[src/rtl/mem_req_queue_pkg.sv]
// Shared types and defaults for the memory request queue.
// FSM encoding and request-entry width helper.
package mem_pkg;

  localparam int MEM_DEPTH  = 4;
  localparam int MEM_ADDR_W = 14;
  localparam int MEM_DATA_W = 64;
  localparam int MEM_TAG_W  = 4;

  typedef enum logic [1:0] {
    IDLE = 2'b00,
    BUSY = 2'b01,
    RESP = 2'b10
  } state_t;

  function automatic int req_w(int aw, int dw, int tw);
    return 1 + aw + dw + tw;
  endfunction

  localparam int REQ_W = 1 + MEM_ADDR_W + MEM_DATA_W + MEM_TAG_W;

endpackage

[src/rtl/mem_req_queue_if.sv]
// Requester-side bundle: request handshake and response pulse.
// master = pipeline, slave = queue.
interface mem_req_queue_if
  import mem_pkg::*;
#(
  parameter int ADDR_W = MEM_ADDR_W,
  parameter int DATA_W = MEM_DATA_W,
  parameter int TAG_W  = MEM_TAG_W
);
  logic              req_valid;
  logic              req_ready;
  logic              req_we;
  logic [ADDR_W-1:0] req_addr;
  logic [DATA_W-1:0] req_wdata;
  logic [TAG_W-1:0]  req_tag;
  logic              resp_valid;
  logic              resp_we;
  logic [TAG_W-1:0]  resp_tag;
  logic [DATA_W-1:0] resp_rdata;

  modport master (
    output req_valid, req_we, req_addr,
    output req_wdata, req_tag,
    input  req_ready,
    input  resp_valid, resp_we,
    input  resp_tag, resp_rdata
  );

  modport slave (
    input  req_valid, req_we, req_addr,
    input  req_wdata, req_tag,
    output req_ready,
    output resp_valid, resp_we,
    output resp_tag, resp_rdata
  );
endinterface

[src/rtl/mem_req_queue_fifo.sv]
// Generic DEPTH x W synchronous FIFO.
// Pointers carry an extra MSB to tell full from empty.
module mem_req_fifo #(
  parameter int DEPTH = 4,
  parameter int W     = 8
) (
  input  logic         clk,
  input  logic         rst,
  input  logic         push,
  input  logic         pop,
  input  logic [W-1:0] din,
  output logic [W-1:0] dout,
  output logic         full,
  output logic         empty
);
  localparam int AW = $clog2(DEPTH);

  logic [W-1:0] mem [DEPTH];
  logic [AW:0]  wp;
  logic [AW:0]  rp;

  assign empty = (wp == rp);
  assign full  = (wp[AW] != rp[AW]) &&
                 (wp[AW-1:0] == rp[AW-1:0]);
  assign dout  = mem[rp[AW-1:0]];

  always_ff @(posedge clk or posedge rst) begin
    if (rst) begin
      wp <= '0;
      rp <= '0;
    end else begin
      if (push && !full)
        wp <= wp + 1'b1;
      if (pop && !empty)
        rp <= rp + 1'b1;
    end
  end

  always_ff @(posedge clk) begin
    if (push && !full)
      mem[wp[AW-1:0]] <= din;
  end

endmodule

[src/rtl/mem_req_queue.sv]
// Queues load/store requests and issues them one at a time to memory_interface.
// Define MEMQ_PERF_EN to add the perf_issued / perf_busy counters.
module mem_req_queue
  import mem_pkg::*;
#(
  parameter int DEPTH  = MEM_DEPTH,
  parameter int ADDR_W = MEM_ADDR_W,
  parameter int DATA_W = MEM_DATA_W,
  parameter int TAG_W  = MEM_TAG_W
) (
  input  logic              clk,
  input  logic              rst,
  mem_req_queue_if.slave    q,
  output logic              enable,
  output logic              rd_wrt_mem,
  output logic [ADDR_W-1:0] addr_mem,
  output logic [DATA_W-1:0] data_mem_in,
  input  logic [DATA_W-1:0] data_mem_out,
  input  logic              done
`ifdef MEMQ_PERF_EN
  ,
  output logic [31:0]       perf_issued,
  output logic [31:0]       perf_busy
`endif
);
  localparam int EW = req_w(ADDR_W, DATA_W, TAG_W);

  state_t            state;
  logic [EW-1:0]     din;
  logic [EW-1:0]     head;
  logic              full;
  logic              empty;
  logic              push;
  logic              pop;
  logic [TAG_W-1:0]  tag_q;
  logic              resp_valid;
  logic              resp_we;
  logic [TAG_W-1:0]  resp_tag;
  logic [DATA_W-1:0] resp_rdata;

  logic              h_we;
  logic [ADDR_W-1:0] h_addr;
  logic [DATA_W-1:0] h_wdata;
  logic [TAG_W-1:0]  h_tag;

  assign din = {q.req_we, q.req_addr,
                q.req_wdata, q.req_tag};
  assign q.req_ready = ~rst & ~full;
  assign push = q.req_valid & q.req_ready;
  assign pop  = (state == IDLE) & ~empty;

  assign {h_we, h_addr, h_wdata, h_tag} = head;

  assign q.resp_valid = resp_valid;
  assign q.resp_we    = resp_we;
  assign q.resp_tag   = resp_tag;
  assign q.resp_rdata = resp_rdata;

  mem_req_fifo #(
    .DEPTH (DEPTH),
    .W     (EW)
  ) u_fifo (
    .clk   (clk),
    .rst   (rst),
    .push  (push),
    .pop   (pop),
    .din   (din),
    .dout  (head),
    .full  (full),
    .empty (empty)
  );

  always_ff @(posedge clk or posedge rst) begin
    if (rst) begin
      state       <= IDLE;
      enable      <= 1'b0;
      rd_wrt_mem  <= 1'b0;
      addr_mem    <= '0;
      data_mem_in <= '0;
      tag_q       <= '0;
      resp_valid  <= 1'b0;
      resp_we     <= 1'b0;
      resp_tag    <= '0;
      resp_rdata  <= '0;
    end else begin
      unique case (state)
        IDLE: begin
          resp_valid <= 1'b0;
          if (!empty) begin
            enable      <= 1'b1;
            rd_wrt_mem  <= h_we;
            addr_mem    <= h_addr;
            data_mem_in <= h_wdata;
            tag_q       <= h_tag;
            state       <= BUSY;
          end
        end
        BUSY: begin
          if (done) begin
            enable     <= 1'b0;
            rd_wrt_mem <= 1'b0;
            resp_valid <= 1'b1;
            resp_we    <= rd_wrt_mem;
            resp_tag   <= tag_q;
            resp_rdata <= rd_wrt_mem ? '0
                                     : data_mem_out;
            state      <= RESP;
          end
        end
        RESP: begin
          resp_valid <= 1'b0;
          state      <= IDLE;
        end
        default: state <= IDLE;
      endcase
    end
  end

`ifdef MEMQ_PERF_EN
  always_ff @(posedge clk or posedge rst) begin
    if (rst) begin
      perf_issued <= '0;
      perf_busy   <= '0;
    end else begin
      if (pop && perf_issued != '1)
        perf_issued <= perf_issued + 1'b1;
      if (state == BUSY && perf_busy != '1)
        perf_busy <= perf_busy + 1'b1;
    end
  end
`endif

endmodule

[src/flat_wrapper.sv]
// flat-port wrapper written by rule: the top's interface ports become plain ports
module mem_req_queue_flat import mem_pkg::*;
#(
  parameter int DEPTH  = MEM_DEPTH,
  parameter int ADDR_W = MEM_ADDR_W,
  parameter int DATA_W = MEM_DATA_W,
  parameter int TAG_W  = MEM_TAG_W
)
  (clk, rst, enable, rd_wrt_mem, addr_mem, data_mem_in, data_mem_out, done, q_req_valid, q_req_we, q_req_addr, q_req_wdata, q_req_tag, q_req_ready, q_resp_valid, q_resp_we, q_resp_tag, q_resp_rdata);
  mem_req_queue_if #(.ADDR_W(ADDR_W), .DATA_W(DATA_W), .TAG_W(TAG_W)) q_i ();
  input  logic clk;
  input  logic rst;
  output logic enable;
  output logic rd_wrt_mem;
  output logic [ADDR_W-1:0] addr_mem;
  output logic [DATA_W-1:0] data_mem_in;
  input  logic [DATA_W-1:0] data_mem_out;
  input  logic done;
  input wire logic [$bits(q_i.req_valid)-1:0] q_req_valid;
  input wire logic [$bits(q_i.req_we)-1:0] q_req_we;
  input wire logic [$bits(q_i.req_addr)-1:0] q_req_addr;
  input wire logic [$bits(q_i.req_wdata)-1:0] q_req_wdata;
  input wire logic [$bits(q_i.req_tag)-1:0] q_req_tag;
  output wire logic [$bits(q_i.req_ready)-1:0] q_req_ready;
  output wire logic [$bits(q_i.resp_valid)-1:0] q_resp_valid;
  output wire logic [$bits(q_i.resp_we)-1:0] q_resp_we;
  output wire logic [$bits(q_i.resp_tag)-1:0] q_resp_tag;
  output wire logic [$bits(q_i.resp_rdata)-1:0] q_resp_rdata;
  assign q_i.req_valid = q_req_valid;
  assign q_i.req_we = q_req_we;
  assign q_i.req_addr = q_req_addr;
  assign q_i.req_wdata = q_req_wdata;
  assign q_i.req_tag = q_req_tag;
  assign q_req_ready = q_i.req_ready;
  assign q_resp_valid = q_i.resp_valid;
  assign q_resp_we = q_i.resp_we;
  assign q_resp_tag = q_i.resp_tag;
  assign q_resp_rdata = q_i.resp_rdata;
  mem_req_queue #(.DEPTH(DEPTH), .ADDR_W(ADDR_W), .DATA_W(DATA_W), .TAG_W(TAG_W)) u_core (.clk(clk), .rst(rst), .q(q_i), .enable(enable), .rd_wrt_mem(rd_wrt_mem), .addr_mem(addr_mem), .data_mem_in(data_mem_in), .data_mem_out(data_mem_out), .done(done));
endmodule
[config.mk]
export PLATFORM = sky130hd
export DESIGN_NAME = mem_req_queue_flat
export DESIGN_NICKNAME = d
export VERILOG_FILES = /design/src/rtl/mem_req_queue_pkg.sv /design/src/rtl/mem_req_queue_if.sv /design/src/rtl/mem_req_queue_fifo.sv /design/src/rtl/mem_req_queue.sv /design/src/flat_wrapper.sv
export SDC_FILE = /design/constraint.sdc
export NUM_CORES = 1
export LEC_CHECK = 0
export ABC_AREA = 1
export CORE_MARGIN = 4
export CORE_UTILIZATION = 45
export CTS_BUF_LIST = sky130_fd_sc_hd__clkbuf_16
export CTS_CLUSTER_SIZE = 16
export DETAILED_ROUTE_END_ITERATION = 8
export MAX_ROUTING_LAYER = met4
export PLACE_DENSITY = 0.71
export SYNTH_ARGS = -nofsm -noshare
export SYNTH_HDL_FRONTEND = slang
export SYNTH_SLANG_ARGS = --single-unit
[constraint.sdc]
create_clock -name clk -period 6.9 [get_ports clk]
set_input_delay 1.38 -clock clk [delete_from_list [all_inputs] [get_ports clk]]
set_output_delay 1.38 -clock clk [all_outputs]
set_load 0.01 [all_outputs]
Run 1, met1 routing:
Cells faint in the background.
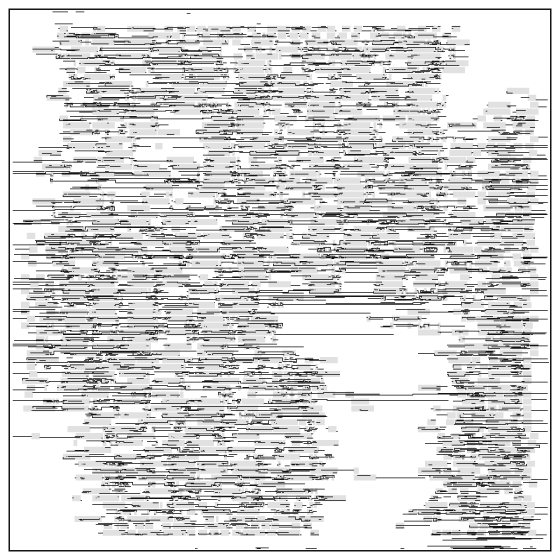
main direction = horizontal
nets with wire on the layer = 1834
share of all routed wire = 43%
wire length on this layer = 20.2 mm
longest straight run = 54.7 um
Routed WL: 46.9 mm
met1 Use GR: 27.2%

Run 1, metal 2:
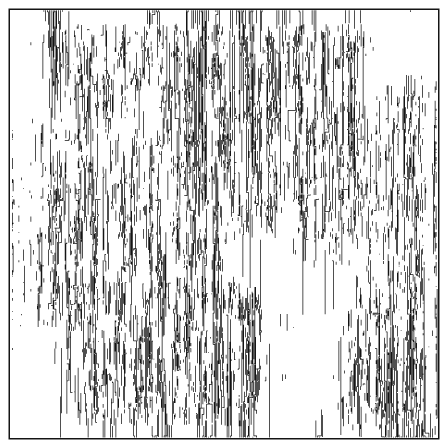
longest straight run = 81.8 um
share of all routed wire = 48%
wire length on this layer = 22.5 mm
main direction = vertical
Vias: 12600
GR Layer Usage met2: 33.3%

==> impl_metrics.toml, run 1 <==
# yosys + openroad results
[final_timing]
fmax_mhz = 214
setup_viol = 0
finClkSkew_ps = 15.5
tightest_slew_ps = 1270
hold_viol = 0
slew_viol_final = 0
period_used_pct = 67.8
worst_slack_ps = 2220

[synthesis]
edf_count = 332
simple_gate_share_pct = 15.0
logic_family = "simple AND/OR/NAND/NOR gates"
ys_top_cells_by_area = "edfxtp_1 (53%), dfrtp_1 (21%), nor2_1 (6.7%), nand2_1 (5.7%), o21ai_0 (4.2%)"
synth_flop_count = 494
top_area_share_pct = 52.9
ys_warn_count = 0
top_area_cell = "edfxtp_1"
syn_nets = 1722
synth-async-reset-ratio_pct = 32.8
avgSynthCellArea_um2 = 12.0
ys_sh_xor_pct = 0.179
ys_cells = 1566
synthFlopType = "edfxtp_1"
synth_top_cell_by_count = "nor2_1"
mux_share_pct = 0

[layout]
final_cell_mix = "nor2_1 (333), edfxtp_1 (332), clkdlybuf4s50_1 (301), nand2_1 (285)"
comb_cells = 958
seq_area_mm2 = 0.0140
logic_area_mm2 = 0.00438
fillers = 3294
clk_share_pct = 6.51
lay_top_count = "nor2_1"
buffers_excl_clock = 317
buf_share_pct = 13.3
num-clock-buffers = 51
design_area_mm2 = 0.0239
inv_count = 17
sh_comb_area_pct = 18.3
finalNetCount = 1994
num_antenna_cells = 12

[power]
combPwrFrac_pct = 36.6
pwr-share-seq_pct = 39.8
switching_share_pct = 35.3
fin_total_pwr_uw = 10800
irDropWorstVdd_uv = 292
internal_power_uw = 6990
power_density_mw_per_mm2 = 452

[die]
initial_utilization_pct = 45.9
tap_cells = 532
coreArea_mm2 = 0.0411
std_cell_rows = 74
die_w_um = 213
boundaryPins = 302
die_h_um = 213

[cts]
cts_hold_buf = 0
cts_max_level = 2
cts.sinks = 494
clock_latency_ps = 580
clkTransAtPathRegs_ps = 60
post_cts_buffers = 0

[critical_path]
critical_path_class = "primary input to output port"
end_kind = "output port"
crit_fanout = 51
r2r-start = "u_core.u_fifo.rp[0]"
r2r_slack_ps = 3190
cp.required_ps = 5520

[global_routing]
grt_pass1_vias = 12600
grt_start_max_net_pins = 119
overflow = 0
grt_usage_pct = 21.0
grtUsageMet3_pct = 4.85

[route]
dr.pass1.iters = 5
post-route-drc-count = 0
wl_per_cell_um = 19.3
viasPerCell = 5.20

[place]
io_buffers = 301
place_area_mm2 = 0.0223
hpwl_mm = 27.1

[job]
drv_cap = 0
openroad.warnings = 31

[outcome]
status = "complete, no violations"
Run 1, M4 wires:
Cells faint in the background.
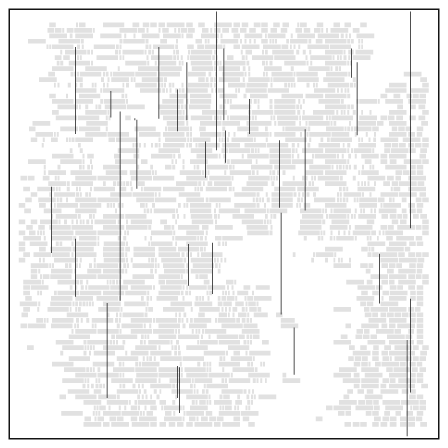
main direction = vertical
longest straight run = 107 um

[run 1: metrics by stage]
| stage | hold WS [ps] | std cells |
|---|---|---|
| 2_1_floorplan | 442 | 1566 |
| 3_3_place_gp | 456 | 2318 |
| 3_5_place_dp | 456 | 2318 |
| 4_1_cts | 471 | 2412 |
| 5_1_grt | 486 | 2424 |
| 6_report | 468 | 2424 |
[run 1: critical path: stages]
cell and delay (ps):
clkdlybuf4s50_1 460, clkinvlp_4 110, buf_4 500, nand2_1 200, inv_1 90, clkdlybuf4s50_1 530
[run 1: flip-flops by register name, summed over array words and instances, names as in the netlist, 2 cells and up]
signal               flops
u_core.q.resp_tag        4
u_core.tag_q             4
u_core.u_fifo.wp         3
u_core.q.resp_rdata     64
u_core.u_fifo.rp         3
u_core.u_fifo.mem      332
u_core.addr_mem         14
u_core.data_mem_in      64
u_core.state             2
[run 1: power groups by stage]
stage | combinational (uW) | sequential, uW | clock [uW]
detailed placement | 3990 | 4350 | 0
floorplan | 2160 | 4430 | 0
global placement | 3910 | 4330 | 0
CTS | 4020 | 4300 | 2620
global route | 4390 | 4370 | 2760
finish | 3950 | 4300 | 2560
[run 1: routing by layer]
| layer | share of wire (%) | vias to the layer above |
|---|---|---|
| met5 | 0 | - |
| met4 | 2.2 | 0 |
| met3 | 6.7 | 73 |
| met2 | 48 | 399 |
| met1 | 43 | 6156 |
| li1 | - | 5965 |
[run 1: final timing paths]
kind / end / cells past startpoint
worst min-delay path: u_core.q.resp_tag[3] / 2
worst max-delay path: q_req_ready / 6
worst min register to register: u_core.q.resp_tag[3] / 2
min in group asynchronous: u_core.q.resp_we / 3
worst max register to register: u_core.u_fifo.mem[3][75] / 5
max in group asynchronous: u_core.data_mem_in[46] / 3
==> run 2, diff against run 1 <==
==> constraint.sdc (replaced) <==
create_clock -name clk -period 4.9 [get_ports clk]
set_input_delay 0.98 -clock clk [delete_from_list [all_inputs] [get_ports clk]]
set_output_delay 0.98 -clock clk [all_outputs]
set_load 0.01 [all_outputs]
Run 2, cell area per tile:
The bar under the picture is 50 um long. The die is cut into 21 by 21 equal tiles; dark blue is low, red is high, 0 to 100% covered.
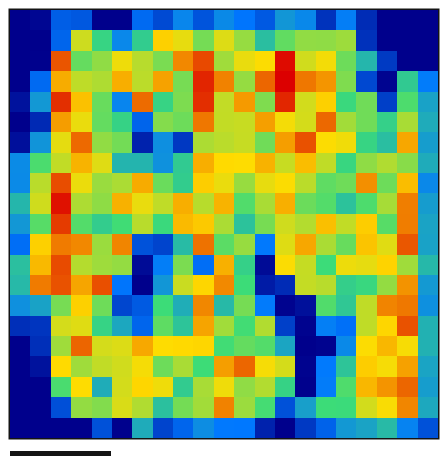
nearly empty tiles = 8.6%
tiles over 75% full = 21%
fullest tile = 100%
mean over tiles = 51%
Util after Layout: 58.3%
core area: 0.0411 mm2
Init Core Util: 45.9%

==> impl_metrics.toml, run 2 <==
# yosys + openroad results
[place]
place_inst = 2319
place_area_mm2 = 0.0223
io_buffers = 301
hpwl_mm = 27.4

[global_routing]
grt_start_max_net_pins = 130
grt_use_met1_pct = 26.6
grt_pass1_vias = 12500
met2_usage_pct = 34.6
grt_usage_pct = 21.2
overflow = 0
grtUsageMet3_pct = 4.76

[power]
fin_total_pwr_uw = 15300
irDropWorstVdd_uv = 373
power_density_mw_per_mm2 = 639

[synthesis]
syn_nets = 1722
avgSynthCellArea_um2 = 12.0
synthFlopType = "edfxtp_1"
synth_top_cell_by_count = "nor2_1"
synth-async-reset-ratio_pct = 32.8
top_area_cell = "edfxtp_1"
top_area_share_pct = 52.9
ys_top_cells_by_area = "edfxtp_1 (53%), dfrtp_1 (21%), nor2_1 (6.7%), nand2_1 (5.7%), o21ai_0 (4.2%)"
synth_flop_count = 494
ys_warn_count = 0
edf_count = 332
ys_cells = 1566

[cts]
clock_latency_ps = 580
cts_max_level = 2
clkTransAtPathRegs_ps = 60
cts.sinks = 494
cts_hold_buf = 0
cts_tree = "built"
post_cts_buffers = 0

[job]
drv_cap = 0
openroad.warnings = 33

[die]
boundaryPins = 302
die_w_um = 213
die_h_um = 213
std_cell_rows = 74

[route]
vias = 12500
met1_length_mm = 19.8
post-route-drc-count = 0
routed_wl_mm = 47.0
dr.pass1.iters = 5
top_layer_used = "met4"
viasPerCell = 5.16
dr_wl_met2_mm = 22.9
route.met3.wl_mm = 3.24
wl_per_cell_um = 19.4

[critical_path]
end_kind = "output port"
worst_path_dominant_cell_family = "flip-flops"
critical_path_class = "flop to output port"
slowest_stage = "dfrtp_4"
path_cells = "clkinv_2, nand2_1, nand2_1, nand3_1, nand2_1, inv_1, clkdlybuf4s50_1"
cp.required_ps = 3920
crit_top_cell = "nand2_1"
slowest_delay_ps = 800
crit_fanout = 42
path_buffers = 3
r2r_slack_ps = 1730

[final_timing]
finClkSkew_ps = 11.4
tightest_slew_ps = 1160
slew_viol_final = 0
setup_viol = 0
fmax_mhz = 275
hold_viol = 0
period_used_pct = 74.2

[layout]
design_area_mm2 = 0.0240
finalNetCount = 1996
seq_area_mm2 = 0.0140
lay_top_count = "nor2_1"
fillers = 3291
largest_register_ffs = 332
final_cell_mix = "nor2_1 (333), edfxtp_1 (332), clkdlybuf4s50_1 (301), nand2_1 (285)"
instances_no_fill = 2425
syn2layout_area_growth_pct = 27.0
logic_area_mm2 = 0.00438

[outcome]
status = "complete, no violations"
run 2: cell type report:
class / instances / share of cell area [%]
tap: 532 / 2.78
clock inverter: 40 / 1.06
antenna: 12 / 0.125
timing repair buffer: 318 / 13.3
multi-input combinational: 958 / 18.3
inverter: 17 / 0.298
clock buffer: 54 / 5.64
sequential: 494 / 58.6
run 2: path summary, 6_finish.rpt:
kind	start	end	cells past startpoint
max	u_core.u_fifo.rp[1]	q_req_ready	7
min	u_core.addr_mem[7]	u_core.addr_mem[7]	2
max reg2reg	u_core.u_fifo.rp[1]	u_core.u_fifo.mem[3][29]	7
min reg2reg	u_core.addr_mem[7]	u_core.addr_mem[7]	2
max in group asynchronous	rst	u_core.u_fifo.rp[1]	4
min in group asynchronous	rst	u_core.q.resp_rdata[6]	3
run 2: kinds of logic after synthesis:
logic type | after synthesis | share of synthesized area, %
simple gates | 718 | 15.0
flops | 494 | 74.3
compound gates | 232 | 7.43
buf+inv | 114 | 2.68
fa+ha+maj | 5 | 0.332
xor+xnor | 3 | 0.179
run 2: through the flow:
step,util [%],worst slack [ps],hold slack [ps],TNS (ps)
floorplan,-,-437,442,-143450
global placement,54.3,1510,458,0
global route,58.3,1080,492,0
detailed placement,54.3,1500,459,0
CTS,58.2,1190,474,0
finish,58.3,1260,471,0
run 2: report_power, final:
| part | internal (uW) | leakage, uW | total [uW] | switching, uW |
|---|---|---|---|---|
| clock | 2140 | 0.000834 | 3690 | 1550 |
| sequential | 5480 | 0.00504 | 6060 | 576 |
| combinational | 2310 | 0.00359 | 5560 | 3250 |
| total | 9930 | 0.00947 | 15300 | 5380 |
run 2: tightest hold or removal path, delay by kind of cell (launching register included):
family / cells / cell delay (ps)
DFF: 1 / 340
and+or+nand+nor: 2 / 110
==> run 3, diff against run 2 <==
--- a/config.mk
+++ b/config.mk
@@ -12,7 +12,7 @@
 export CTS_CLUSTER_SIZE = 16
 export DETAILED_ROUTE_END_ITERATION = 8
 export MAX_ROUTING_LAYER = met4
-export PLACE_DENSITY = 0.71
+export PLACE_DENSITY = 0.74
 export SYNTH_ARGS = -nofsm -noshare
 export SYNTH_HDL_FRONTEND = slang
 export SYNTH_SLANG_ARGS = --single-unit
==> constraint.sdc (replaced) <==
create_clock -name clk -period 3.3 [get_ports clk]
set_input_delay 0.66 -clock clk [delete_from_list [all_inputs] [get_ports clk]]
set_output_delay 0.66 -clock clk [all_outputs]
set_load 0.01 [all_outputs]
Run 3, metal 2:
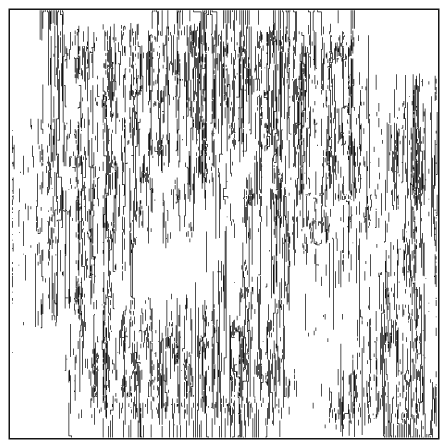
main direction = vertical
longest straight run = 77.0 um
Routed WL: 45.9 mm
Vias: 12600
GR Layer Usage met2: 32.9%

==> impl_metrics.toml, run 3 <==
# yosys + openroad results
[outcome]
status = "complete, no violations"

[synthesis]
top_area_share_pct = 52.9
top_area_cell = "edfxtp_1"
simple_gate_share_pct = 15.0
ys_cells = 1566
logic_family = "simple AND/OR/NAND/NOR gates"
syn_nets = 1722
adder_share_pct = 0.332
synthAoiAreaFrac_pct = 7.43
ys_warn_count = 0
ys_top_cells_by_area = "edfxtp_1 (53%), dfrtp_1 (21%), nor2_1 (6.7%), nand2_1 (5.7%), o21ai_0 (4.2%)"
mux_share_pct = 0
edf_count = 332
synth-async-reset-ratio_pct = 32.8
ys_sh_xor_pct = 0.179
synth_top_cell_by_count = "nor2_1"
avgSynthCellArea_um2 = 12.0
synth_flop_count = 494
synthFlopType = "edfxtp_1"

[route]
wl_per_cell_um = 19.0
post-route-drc-count = 0
viasPerCell = 5.21
dr.pass1.iters = 5

[cts]
cts_max_level = 2
cts_hold_buf = 0
cts.sinks = 494
clkTransAtPathRegs_ps = 60
post_cts_buffers = 0
clock_latency_ps = 580
cts_tree = "built"

[layout]
syn2layout_area_growth_pct = 27.6
final_cell_mix = "nor2_1 (333), edfxtp_1 (332), clkdlybuf4s50_1 (301), nand2_1 (285)"
design_area_mm2 = 0.0241
finalNetCount = 1997
lay_top_count = "nor2_1"

[global_routing]
grt_pass1_vias = 12700
grt_usage_pct = 20.4
grt_start_max_net_pins = 170
overflow = 0

[place]
pre_cts_slack_ps = 486
place_area_mm2 = 0.0224
io_buffers = 301
hpwl_mm = 26.6

[die]
initial_utilization_pct = 45.9
boundaryPins = 302
coreArea_mm2 = 0.0411
die_h_um = 213
die_w_um = 213
std_cell_rows = 74

[final_timing]
fmax_mhz = 317
tightest_slew_ps = 1110
holdWs_ps = 465
setup_viol = 0
finClkSkew_ps = 20.2
finalSetupTns_ps = 0
hold_viol = 0
slew_viol_final = 0
worst_slack_ps = 145

[power]
fin_total_pwr_uw = 22900
irDropWorstVdd_uv = 919

[critical_path]
cp.required_ps = 2640
critical_path_class = "flop to output port"
end_kind = "output port"
cp.arrival_ps = 2500
crit_fanout = 28
[run 3: where the power goes]
| group | internal [uW] | switching [uW] |
|---|---|---|
| sequential | 8140 | 732 |
| clock | 3230 | 2340 |
| combinational | 3490 | 4920 |
| total | 14900 | 7990 |
[run 3: through the flow]
step                cells  util, %
floorplan            1566        -
global placement     2320     54.5
detailed placement   2320     54.5
CTS                  2416     58.5
global route         2418     58.5
finish               2418     58.5
[run 3: final cells by class]
class                      count  area, um2
antenna                        2       5.00
tap                          532        666
timing repair buffer         319       3260
inverter                      17       71.3
clock inverter                43        328
sequential                   494      14000
multi-input combinational    958       4380
clock buffer                  53       1330
fill                        3206      17000
[run 3: worst paths after layout]
path | from | cells past startpoint | endpoint | slack, ps
max | u_core.u_fifo.rp[1] | 7 | q_req_ready | 140
min | u_core.data_mem_in[48] | 2 | u_core.data_mem_in[48] | 470
max reg2reg | u_core.u_fifo.rp[1] | 7 | u_core.u_fifo.mem[0][27] | 600
min reg2reg | u_core.data_mem_in[48] | 2 | u_core.data_mem_in[48] | 470
max in group asynchronous | rst | 3 | u_core.data_mem_in[45] | 1790
min in group asynchronous | rst | 3 | u_core.u_fifo.wp[2] | 800
[run 3: layer usage]
| metal | global-route usage (%) | part of all wire, % | up-vias |
|---|---|---|---|
| met4 | 6.69 | 2.1 | 0 |
| li1 | - | - | 5957 |
| met5 | - | 0 | - |
| met2 | 32.9 | 49 | 421 |
| met1 | 26.1 | 42 | 6158 |
| met3 | 4.35 | 6.8 | 61 |
[run 3: worst max-delay path, stage by stage (launching register included)]
cell and delay, ps:
dfrtp_4 670, clkinv_2 110, nand2_1 90, nand2_1 100, nand3_1 200, nand2_1 130, inv_1 80, clkdlybuf4s50_1 530
Power is estimated from default activity; no workload was simulated.
